Routed clock nets over the placement:
Scale bar: 20 um.
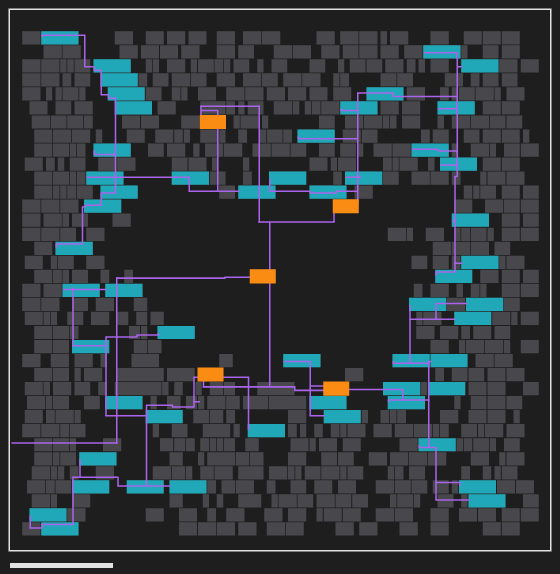
Selected gate families:
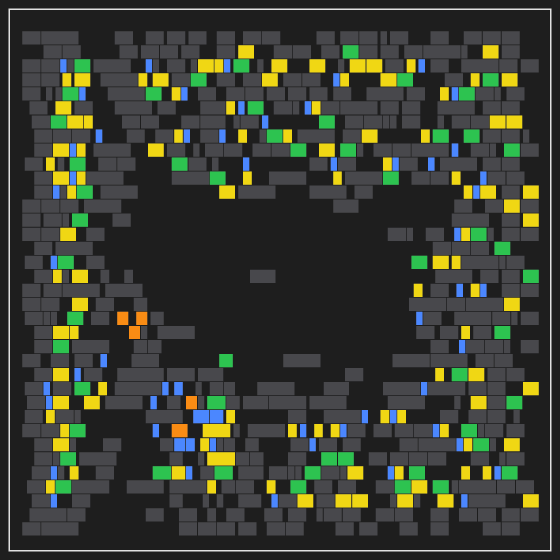
Register map, names as in the netlist:
Other sequential cells in the stronger gray, the rest of the logic in the fainter gray.
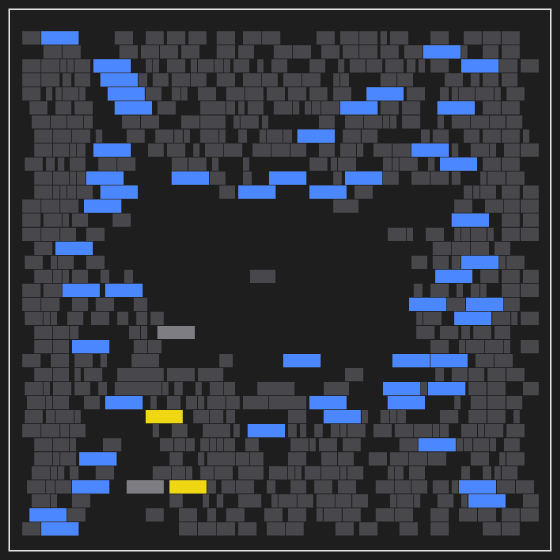
Clock wiring as the flow saved it:
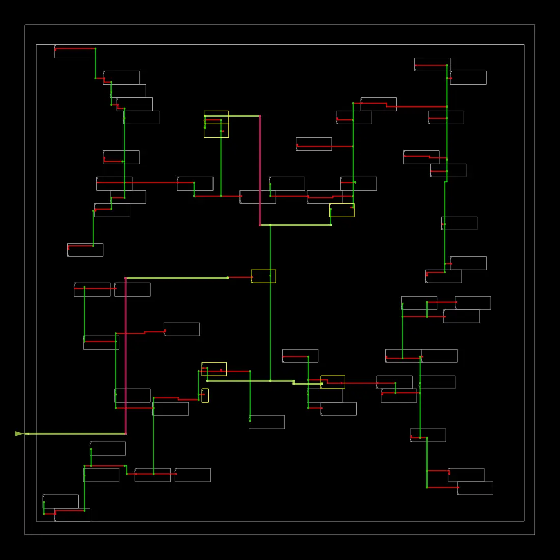
Cell sizes after repair:
Scale bar: 20 um.
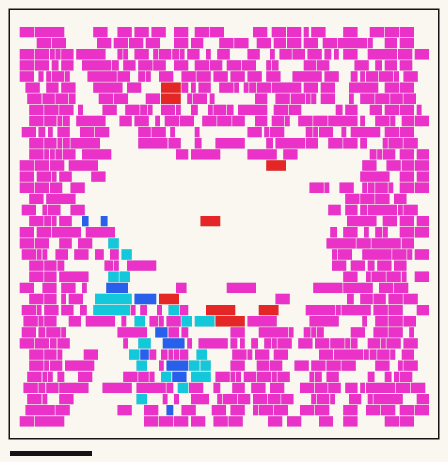
<file path="src/rtl/rv32i_types.sv">
// rtl/rv32i_types.sv - shared RV32I core types carried on the common data bus
package rv32i_types;

    typedef struct packed {
        logic        cdb_valid;
        logic [4:0]  rob_idx;
        logic [5:0]  pd;
        logic [4:0]  rd;
        logic [31:0] data;
    } cdb_t;

endpackage

</file>
<file path="src/rtl/cdb_arbiter.sv">
// rtl/cdb_arbiter.sv - round-robin arbiter sharing the CDB between functional units
// Optional per-unit grant and conflict counters under CDB_ARB_PERF_CNT_EN.
module cdb_arbiter
    import rv32i_types::*;
#(
    parameter int NUM_REQ = 4,
    parameter int IDX_W   = (NUM_REQ > 1) ? $clog2(NUM_REQ) : 1
) (
    input  logic               clk,
    input  logic               rst,
    input  logic               flush,
    input  logic [NUM_REQ-1:0] req_valid,
    input  cdb_t               req_pkt [NUM_REQ],
    output logic [NUM_REQ-1:0] req_ack,
    output cdb_t               cdb_out,
    output logic [IDX_W-1:0]   grant_idx
`ifdef CDB_ARB_PERF_CNT_EN
    ,
    output logic [31:0]        perf_grant_cnt [NUM_REQ],
    output logic [31:0]        perf_conflict_cnt
`endif
);

    logic [IDX_W-1:0] ptr_q, ptr_d;
    logic [IDX_W-1:0] gidx_q, gidx_d;
    cdb_t             cdb_q, cdb_d;

    logic             gnt_any;
    logic [IDX_W-1:0] gnt_idx;
    cdb_t             pkt_sel;

    // Two passes: first the indices at or above the pointer, then the wrapped-around low ones.
    always_comb begin
        gnt_any = 1'b0;
        gnt_idx = '0;
        for (int i = 0; i < NUM_REQ; i++) begin
            if (!gnt_any && req_valid[i] && (i >= int'(ptr_q))) begin
                gnt_any = 1'b1;
                gnt_idx = IDX_W'(i);
            end
        end
        for (int i = 0; i < NUM_REQ; i++) begin
            if (!gnt_any && req_valid[i]) begin
                gnt_any = 1'b1;
                gnt_idx = IDX_W'(i);
            end
        end
        if (rst || flush) begin
            gnt_any = 1'b0;
            gnt_idx = '0;
        end
    end

    always_comb begin
        req_ack = '0;
        for (int i = 0; i < NUM_REQ; i++) begin
            req_ack[i] = gnt_any && (gnt_idx == IDX_W'(i));
        end
    end

    always_comb begin
        pkt_sel = '0;
        for (int i = 0; i < NUM_REQ; i++) begin
            if (req_ack[i]) begin
                pkt_sel = req_pkt[i];
            end
        end
    end

    always_comb begin
        cdb_d  = '0;
        gidx_d = gidx_q;
        ptr_d  = ptr_q;
        if (gnt_any) begin
            cdb_d           = pkt_sel;
            cdb_d.cdb_valid = 1'b1;
            gidx_d          = gnt_idx;
            ptr_d           = (gnt_idx == IDX_W'(NUM_REQ - 1)) ? '0 : gnt_idx + IDX_W'(1);
        end
    end

    always_ff @(posedge clk) begin
        if (rst) begin
            cdb_q  <= '0;
            gidx_q <= '0;
            ptr_q  <= '0;
        end else begin
            cdb_q  <= cdb_d;
            gidx_q <= gidx_d;
            ptr_q  <= ptr_d;
        end
    end

    assign cdb_out   = cdb_q;
    assign grant_idx = gidx_q;

`ifdef CDB_ARB_PERF_CNT_EN
    logic [31:0] grant_cnt_q [NUM_REQ];
    logic [31:0] conflict_cnt_q;

    // Counters survive flush; only reset clears them.
    always_ff @(posedge clk) begin
        if (rst) begin
            for (int i = 0; i < NUM_REQ; i++) begin
                grant_cnt_q[i] <= '0;
            end
            conflict_cnt_q <= '0;
        end else begin
            for (int i = 0; i < NUM_REQ; i++) begin
                if (req_ack[i]) begin
                    grant_cnt_q[i] <= grant_cnt_q[i] + 32'd1;
                end
            end
            if (!flush && ($countones(req_valid) >= 2)) begin
                conflict_cnt_q <= conflict_cnt_q + 32'd1;
            end
        end
    end

    assign perf_grant_cnt    = grant_cnt_q;
    assign perf_conflict_cnt = conflict_cnt_q;
`endif

endmodule

</file>
<file path="config.mk">
export PLATFORM = sky130hd
export DESIGN_NAME = cdb_arbiter
export DESIGN_NICKNAME = d
export VERILOG_FILES = /design/src/rtl/rv32i_types.sv /design/src/rtl/cdb_arbiter.sv
export SDC_FILE = /design/constraint.sdc
export NUM_CORES = 1
export LEC_CHECK = 0
export ABC_CLOCK_PERIOD_IN_PS = 3700
export CAP_MARGIN = 25
export CORE_MARGIN = 2
export CORE_UTILIZATION = 29
export CTS_BUF_LIST = sky130_fd_sc_hd__clkbuf_8
export DETAILED_ROUTE_END_ITERATION = 12
export MAX_ROUTING_LAYER = met4
export PLACE_DENSITY = 0.78
export SLEW_MARGIN = 20
export SYNTH_ARGS = -nofsm -noshare
export SYNTH_HDL_FRONTEND = slang
export SYNTH_SLANG_ARGS = --single-unit
</file>
<file path="constraint.sdc">
create_clock -name clk -period 3.7 [get_ports clk]
set_input_delay 0.925 -clock clk [delete_from_list [all_inputs] [get_ports clk]]
set_output_delay 0.925 -clock clk [all_outputs]
set_load 0.02 [all_outputs]
</file>
==> run notes <==
- **top-level port count** 258
- **total power of the final layout** 1.53 mW
- **hold slack final** 0.496 ns
- **run status** completed
- **count of yosys warnings during synthesis** 0
- **Core Region** 9820 um^2
- **total count of hold-check failures in the final report** 0
- **Chip Footprint** 11000 um^2
- **critical path data arrival time** 2.71 ns
- **vias per cell** 5.06
- **starting density of the core** 29.9%
- **Cell area leaders** sky130_fd_sc_hd__dfxtp_1 (36%), sky130_fd_sc_hd__a211o_1 (14%), sky130_fd_sc_hd__a221oi_1 (14%)
- **proportion of synthesized flip-flops having asynchronous set or reset** 0%
- **average routed wire per standard cell** 15.6 um
- **DP Cell Count** 734
- **number of antenna violations at the first check in global routing** 0
- **ordered list of cells on the worst path** clkdlybuf4s50_1 > buf_4 > nand3b_1 > a221o_1 > and2_4 > ha_2 > and2_1 > buf_4
- **FP Rows** 36
- **pin count of the biggest net entering global routing** 97
- **number of max-slew violations in the final report** 0
- **vias in the first global route** 3589
- **shortest period the worst path allows** 3.63 ns
- **post-route standard cell area excluding fillers** 5740 um^2
- **leading register cell type out of synthesis** sky130_fd_sc_hd__dfxtp_1
- **kind of start point of the critical path** input pin
- **Die X-Extent** 105 um
- **Post-synth EDFFs** 0
- **dominant non-sequential cell family after synthesis** AND-OR/OR-AND gates
- **instance count of the mapped netlist** 371
- **max-cap check violation count** 0
- **clock buffer depth** 2
- **placement-stage worst setup slack** -0.407 ns
- **total standard cell area after synthesis** 2940 um^2
- **R2R Setup Slk** 0.85 ns
- **chip area line of the yosys report** 2940 um^2
- **register area share after synthesis** 36.1%
## Picture notes: 'routed clock nets over the placement'
[clock wires] purple | length: 753 um
[flip-flops] cyan | count: 53
[clock drivers] orange | count: 5
flops lie: spread over the die
routed clock nets: 6
clock power share: 22.0%
Clock Power: 0.336 mW
largest clock skew in the final design: 0.0100 ns
clock latency on the worst-skew pair: 0.31 ns

## Picture notes: 'selected gate families'
[non-inverting ao/oa cells] green | cells: 52 | most used: a211o_1 | where: spread over the die
[aoi and oai cells] yellow | cells: 102 | most used: a21oi_1 | where: spread over the die
[and/or cells] orange | cells: 5 | most used: and2_1 | where: west
[nand cells] blue | cells: 58 | most used: nand2_1 | where: spread over the die
most common logic cell in the routed design: sky130_fd_sc_hd__clkdlybuf4s50_1
combinational share of cell area: 27.3%
fin cells: 742

## Picture notes: 'register map, names as in the netlist'
[cdb_out] blue | sequential cells: 49 | where: spread over the die
[ptr_q] yellow | sequential cells: 2
not colored: 2
register fraction of the total cell area: 18.5%
sequential cell area: 1060 um^2
Final Util: 58.4%
P_seq: 0.615 mW

## Picture notes: 'clock wiring as the flow saved it'
clk sink count: 53
flop count: 53

## Picture notes: 'cell sizes after repair'
[_3 and _4 cells] cyan | cells: 20 | most used: buf_4
[_2 cells] blue | cells: 10 | most used: buf_2
[_0 and _1 cells] magenta | cells: 571 | most used: clkdlybuf4s50_1
[_6 and larger] red | cells: 8 | most used: clkbuf_8

-- state kept, by name (all words and copies together) (netlist names) --
signal	count
cdb_out	49
grant_idx	2
ptr_q	2
-- routing by layer --
metal / up-vias / track usage, % / routed length, um
li1: 1813 / - / -
met1: 1741 / 20.6 / 4510
met2: 189 / 37.8 / 5830
met3: 14 / 5.86 / 1050
met4: 0 / 5.14 / 160
met5: - / - / 0
-- layout make-up --
type | instances | area share [%]
Clock buffer | 6 | 1.44
Clock inverter | 1 | 0.0654
Inverter | 52 | 3.40
Multi-Input combinational cell | 228 | 27.3
Sequential cell | 53 | 18.5
Tap cell | 133 | 2.90
Timing Repair Buffer | 269 | 46.4
-- worst paths after layout --
check / cells after the start / from / endpoint
setup reg to reg: 10 / ptr_q[1] / cdb_out[43]
hold / removal: 2 / grant_idx[1] / grant_idx[1]
setup / recovery: 8 / req_valid[2] / req_ack[1]
hold reg to reg: 2 / grant_idx[1] / grant_idx[1]
-- layout by cell type, fill, tap and decap left out --
master	n
sky130_fd_sc_hd__a21oi_1	49
sky130_fd_sc_hd__nand3_1	2
sky130_fd_sc_hd__ha_2	2
sky130_fd_sc_hd__nor2b_4	2
sky130_fd_sc_hd__a311oi_2	1
sky130_fd_sc_hd__a221o_1	1
sky130_fd_sc_hd__o221ai_2	1
sky130_fd_sc_hd__a211o_1	48
sky130_fd_sc_hd__nand2b_2	1
sky130_fd_sc_hd__nor2b_1	1
sky130_fd_sc_hd__and2_4	1
sky130_fd_sc_hd__nand2_2	1
sky130_fd_sc_hd__nor4_1	1
sky130_fd_sc_hd__buf_2	3
sky130_fd_sc_hd__o21ai_0	2
sky130_fd_sc_hd__buf_12	2
sky130_fd_sc_hd__dlymetal6s2s_1	1
sky130_fd_sc_hd__and2_1	4
sky130_fd_sc_hd__a221oi_1	48
sky130_fd_sc_hd__buf_4	15
sky130_fd_sc_hd__nor2_1	3
sky130_fd_sc_hd__o21a_1	1
sky130_fd_sc_hd__clkbuf_8	6
sky130_fd_sc_hd__clkdlybuf4s50_1	248
sky130_fd_sc_hd__a32o_1	1
sky130_fd_sc_hd__nand3b_1	1
sky130_fd_sc_hd__dfxtp_1	53
sky130_fd_sc_hd__inv_1	53
sky130_fd_sc_hd__ha_4	2
sky130_fd_sc_hd__o21ba_2	1
sky130_fd_sc_hd__a22oi_1	1
sky130_fd_sc_hd__nand2_1	53
-- repair_timing --
action / CTS / global route
setup endpoints to repair: 4 / 7
resized: 21 / 4
setup buffers: 1 / 0
hold buffers: 0 / 0
pin swaps: 2 / 2
-- worst max-delay path: cells and delay by family --
| family | cells | cell delay [ns] |
|---|---|---|
| buffers and inverters | 3 | 0.75 |
| AND/OR/NAND/NOR | 3 | 0.48 |
| AND-OR/OR-AND | 1 | 0.37 |
| adder cells (fa/ha/maj) | 1 | 0.18 |
-- power by group --
part | leakage (nW) | switching, mW | internal [mW] | total (mW)
combinational | 1.88 | 0.216 | 0.359 | 0.575
sequential | 0.434 | 0.0107 | 0.604 | 0.615
clock | 0.0485 | 0.190 | 0.146 | 0.336
Power and IR drop assume default switching activity.
